Design mem_access_stage, sky130hd; sources not shown.
Fig. 1: run 1, clock nets
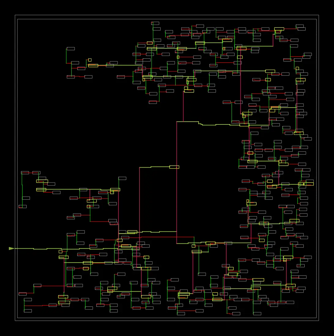
number of flip-flops and latches: 335
clock latency of the later-clocked register in the worst-skew pair: 560 ps

Fig. 2: run 1, routed metal, one color a layer
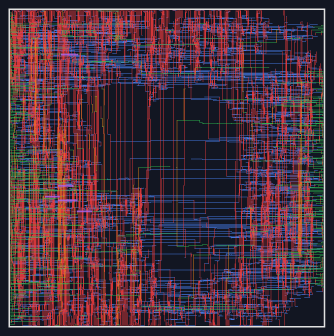
M1: drawn in blue, wire length 34.7 mm. M5: drawn in purple, wire length 69.0 um. M2: drawn in red, wire length 51.8 mm. M4: drawn in orange, wire length 3,650 um. M3: drawn in green, wire length 7,290 um.
global-route usage over all layers: 0.208
total wirelength of the detailed-routed design: 97,500 um

Fig. 3: run 1, port wiring
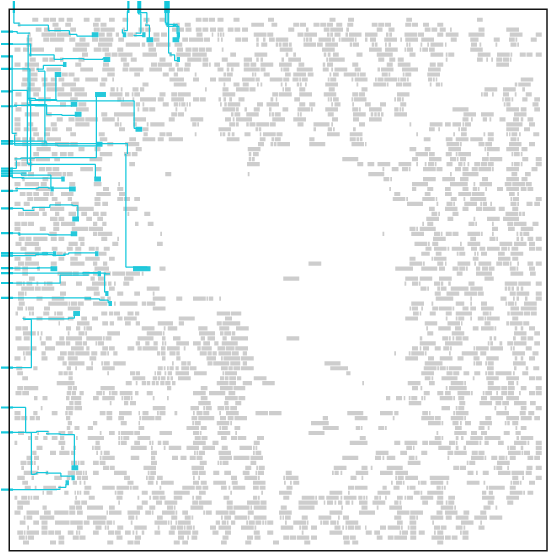
`sram_d_o`: drawn in cyan, bits 32, direction output, edge 25 left, 7 top, end cells 32, buffers 32, wire 1,740 um.
count of input and output buffers: 741
boundary pin count: 742

==> flow_metrics.env <==
# yosys + openroad results
export IMPL_run_status="finished, violations left"
export IMPL_failed_checks="negative setup slack"
export IMPL_vias_per_cell=4.41
export IMPL_switching_power_mw=3.53
export IMPL_finalClockPeriodUsage=1.08
export IMPL_final_critical_path_setup_slack_ps=-198
export IMPL_clock_path_buffers=3
export IMPL_power_density_nw_per_um2=496
export IMPL_drt_pass1_iter_count=7
export IMPL_p_comb_frac=0.156
export IMPL_timing_max_cap_violations=0
export IMPL_core_region_area_um2=83200
export IMPL_clk_transition_reported_paths_ps=60
export IMPL_critical_path_required_ps=2140
export IMPL_power_clock_mw=6.40
export IMPL_number_of_buffers_created_by_cts=43
export IMPL_instances_no_fill=3549
export IMPL_wire_per_inst_um=27.5
export IMPL_placed_cell_area_um2=24300
export IMPL_edf_count=0
export IMPL_antenna_found_initial=53
export IMPL_yosys_stat_cells=1591
export IMPL_totalNegativeSetupSlack_ps=-4060
export IMPL_std_cell_rows=106
export IMPL_ys_seq_elements=335
export IMPL_detail_route_iter0_violations=760
export IMPL_crit_path_max_fanout=8
export IMPL_setup_violations=40
export IMPL_worst_path_max_delay_cell="sky130_fd_sc_hd__mux4_2"
export IMPL_layout_cells_most_common="sky130_fd_sc_hd__clkdlybuf4s50_1"
export IMPL_worst_setup_path_start_kind="flop"
export IMPL_grt_use_met3=0.0596
export IMPL_cts_resized=307
export IMPL_crit_buf_inv=3
export IMPL_maxClockFrequency_ghz=0.357
export IMPL_num_fill_cells=8505
export IMPL_synth_top_cell_by_count="sky130_fd_sc_hd__nand2_1"
export IMPL_placed_instances=3384
export IMPL_max_vdd_ir_drop_v=0.000353
export IMPL_layout_top_cells="sky130_fd_sc_hd__clkdlybuf4s50_1, sky130_fd_sc_hd__nand2_1, sky130_fd_sc_hd__dfxtp_1"
export IMPL_timing_max_slew_rel_slack=0.320
## run 1: area by class of cell
class                           count  area, um2  share of cell area
Clock buffer                       62       1310              0.0472
Clock inverter                     16        203             0.00729
Tap cell                         1080       1350              0.0486
Multi-Input combinational cell   1083       8460               0.304
Sequential cell                   335       6720               0.242
Timing Repair Buffer              910       9540               0.343
Antenna cell                       18       45.0             0.00162
Inverter                           45        176             0.00634
## run 1: logic make-up (layout without fill, tap and decap cells)
group / count (synthesis) / count (layout) / synth area share
xor+xnor: 10 / 10 / 0.00581
other cells: 0 / 18 / 0
flops: 335 / 335 / 0.445
buf+inv: 173 / 1033 / 0.0596
mux: 294 / 294 / 0.248
compound gates: 149 / 149 / 0.0609
simple gates: 618 / 618 / 0.170
fa+ha+maj: 12 / 12 / 0.0105
